## config.mk

```make
export PLATFORM = sky130hd
export DESIGN_NAME = seq_mult
export DESIGN_NICKNAME = d
export VERILOG_FILES = /design/src/rtl/seq_mult.sv
export SDC_FILE = /design/constraint.sdc
export NUM_CORES = 1
export LEC_CHECK = 0
export CAP_MARGIN = 20
export CORE_MARGIN = 2
export CORE_UTILIZATION = 55
export CTS_CLUSTER_DIAMETER = 50
export DETAILED_ROUTE_END_ITERATION = 10
export PLACE_DENSITY = 0.91
export RECOVER_POWER = 100
export SLEW_MARGIN = 30
export SYNTH_ARGS = -nofsm -noshare
export SYNTH_HDL_FRONTEND = slang
export SYNTH_SLANG_ARGS = --single-unit
export TNS_END_PERCENT = 10
```

## constraint.sdc

```tcl
create_clock -name clk -period 6.7 [get_ports clk]
set_input_delay 0.67 -clock clk [delete_from_list [all_inputs] [get_ports clk]]
set_output_delay 0.67 -clock clk [all_outputs]
set_load 0.01 [all_outputs]
```

## src/rtl/seq_mult.sv

```systemverilog
// Sequential unsigned shift-and-add multiplier: one partial product per clock,
// WIDTH iterations per operation, product held after the done pulse.
module seq_mult #(
    parameter int unsigned WIDTH = 4
) (
    input  logic                 clk,
    input  logic                 rst,
    input  logic                 start,
    input  logic [WIDTH-1:0]     a,
    input  logic [WIDTH-1:0]     b,
    output logic                 busy,
    output logic                 done,
    output logic [2*WIDTH-1:0]   product
);

    localparam int unsigned PW = 2 * WIDTH;
    localparam int unsigned CW = $clog2(WIDTH) + 1;

    typedef enum logic [1:0] {
        ST_IDLE = 2'd0,
        ST_RUN  = 2'd1,
        ST_DONE = 2'd2
    } state_t;

    state_t          state;
    state_t          state_next;
    logic [WIDTH-1:0] a_r;
    logic [WIDTH-1:0] a_next;
    logic [WIDTH-1:0] b_r;
    logic [WIDTH-1:0] b_next;
    logic [CW-1:0]    cnt;
    logic [CW-1:0]    cnt_next;
    logic [PW-1:0]    prod_next;

    // State, operand, counter and product registers; flags mirror the next state
    always_ff @(posedge clk) begin
        if (rst) begin
            state   <= ST_IDLE;
            a_r     <= '0;
            b_r     <= '0;
            cnt     <= '0;
            product <= '0;
            busy    <= 1'b0;
            done    <= 1'b0;
        end else begin
            state   <= state_next;
            a_r     <= a_next;
            b_r     <= b_next;
            cnt     <= cnt_next;
            product <= prod_next;
            busy    <= (state_next == ST_RUN);
            done    <= (state_next == ST_DONE);
        end
    end

    // Next-state and datapath update
    always_comb begin
        state_next = state;
        a_next     = a_r;
        b_next     = b_r;
        cnt_next   = cnt;
        prod_next  = product;

        case (state)
            ST_IDLE, ST_DONE: begin
                if (start) begin
                    a_next     = a;
                    b_next     = b;
                    cnt_next   = '0;
                    prod_next  = '0;
                    state_next = ST_RUN;
                end else if (state == ST_DONE) begin
                    state_next = ST_IDLE;
                end
            end
            ST_RUN: begin
                if (b_r[0]) begin
                    prod_next = product + (PW'(a_r) << cnt);
                end
                b_next = b_r >> 1;
                // Counter parks on its last value rather than stepping past WIDTH-1
                if (cnt == CW'(WIDTH - 1)) begin
                    state_next = ST_DONE;
                end else begin
                    cnt_next = cnt + CW'(1);
                end
            end
            default: begin
                state_next = ST_IDLE;
            end
        endcase
    end

endmodule

```

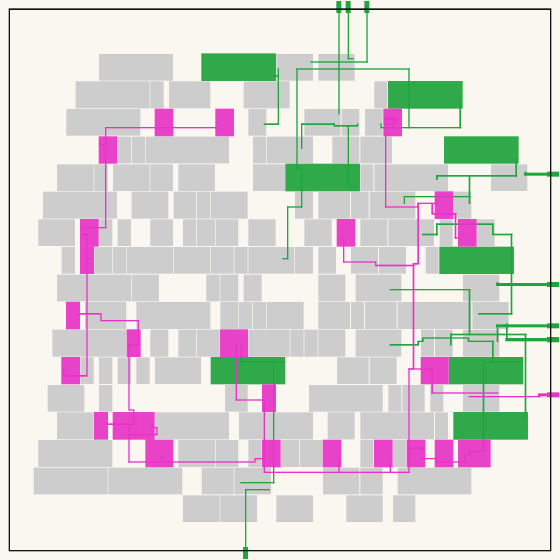
Figure 1: port wiring.
[rst] magenta | bits: 1 | direction: input | edge: right | end cells: 25 | buffers: 1 | wire: 204 microns
[product] green | bits: 8 | direction: output | edge: 4 right, 3 top, 1 bottom | end cells: 8 | buffers: 8 | wire: 242 microns

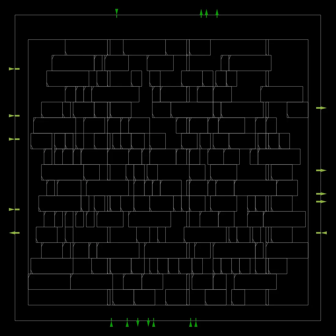
Figure 2: placement view.
flop share of the area: 0.302
Non-Filler Instances: 198
Core Footprint: 2250 sq um
Filler cells: 196

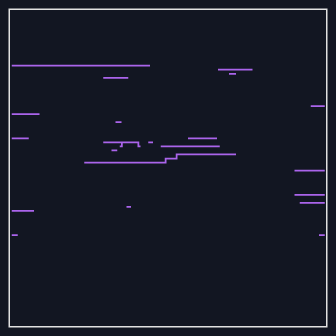
Figure 3: M3 wires.
share of all routed wire: 4.0%
wire length on this layer: 111 microns
main direction: horizontal
longest straight run: 23.0 microns
nets with wire on the layer: 18

==> results.toml <==
# implementation run metrics
[pwr]
seq-power_mw = 0.148
clock_power_mw = 0.0676
peakVddDrop_v = 0.000164
maxPowerGroup = "sequential cells"
p_clk_frac = 0.265
p_sw_mw = 0.0723

[cells_and_area]
fin_nets = 192
logic_gate_count = 120
largest_register_ffs = 8
n_clock_buffer = 3
largest_class = "combinational gates"

[placement]
place_inst = 194
preCtsSetupSlack_ps = 4050
hpwl_microns = 2100

[synth]
edf_count = 0
syn_area_per_cell_sq_um = 8.50
ys.flops = 23
ys_top_logic_family = "simple AND/OR/NAND/NOR gates"
yosysCellCount = 157
largest_area_cell = "dfxtp_1"
ys_seq_frac = 0.345
top_cell = "nand2_1"
synthXorXnorAreaFrac = 0.0328

[routing]
top_layer_used = "met4"
drtAntennaViolNets = 0
firstDrtPassIters = 4
avgRoutedWirePerCell_microns = 14.1

[timing]
max-slew-margin-rel = 0.400
rsz0062_at_grt = "false"
slew_viol_final = 0
skew_ps = 5.24

[critical_path]
crit_required_ps = 6930
crit_fanout = 9
cp-end-kind = "flip-flop"
cp_top_family = "multiplexers"
endpoint = "product[7]"
path_class = "reg -> reg"
reg2reg_from = "cnt[0]"

[grt]
met1_usage = 0.245
grt_pass1_wl_microns = 4320
use_met3 = 0.0621
first_global_vias = 990

[clock_tree]
post_cts_buffers = 0
h-tree-depth = 1
numCtsBuffers = 3
hold_buffers = 0

[run]
warnings = 26
maxCapViolations = 0

[run_status]
status = "complete, no violations"
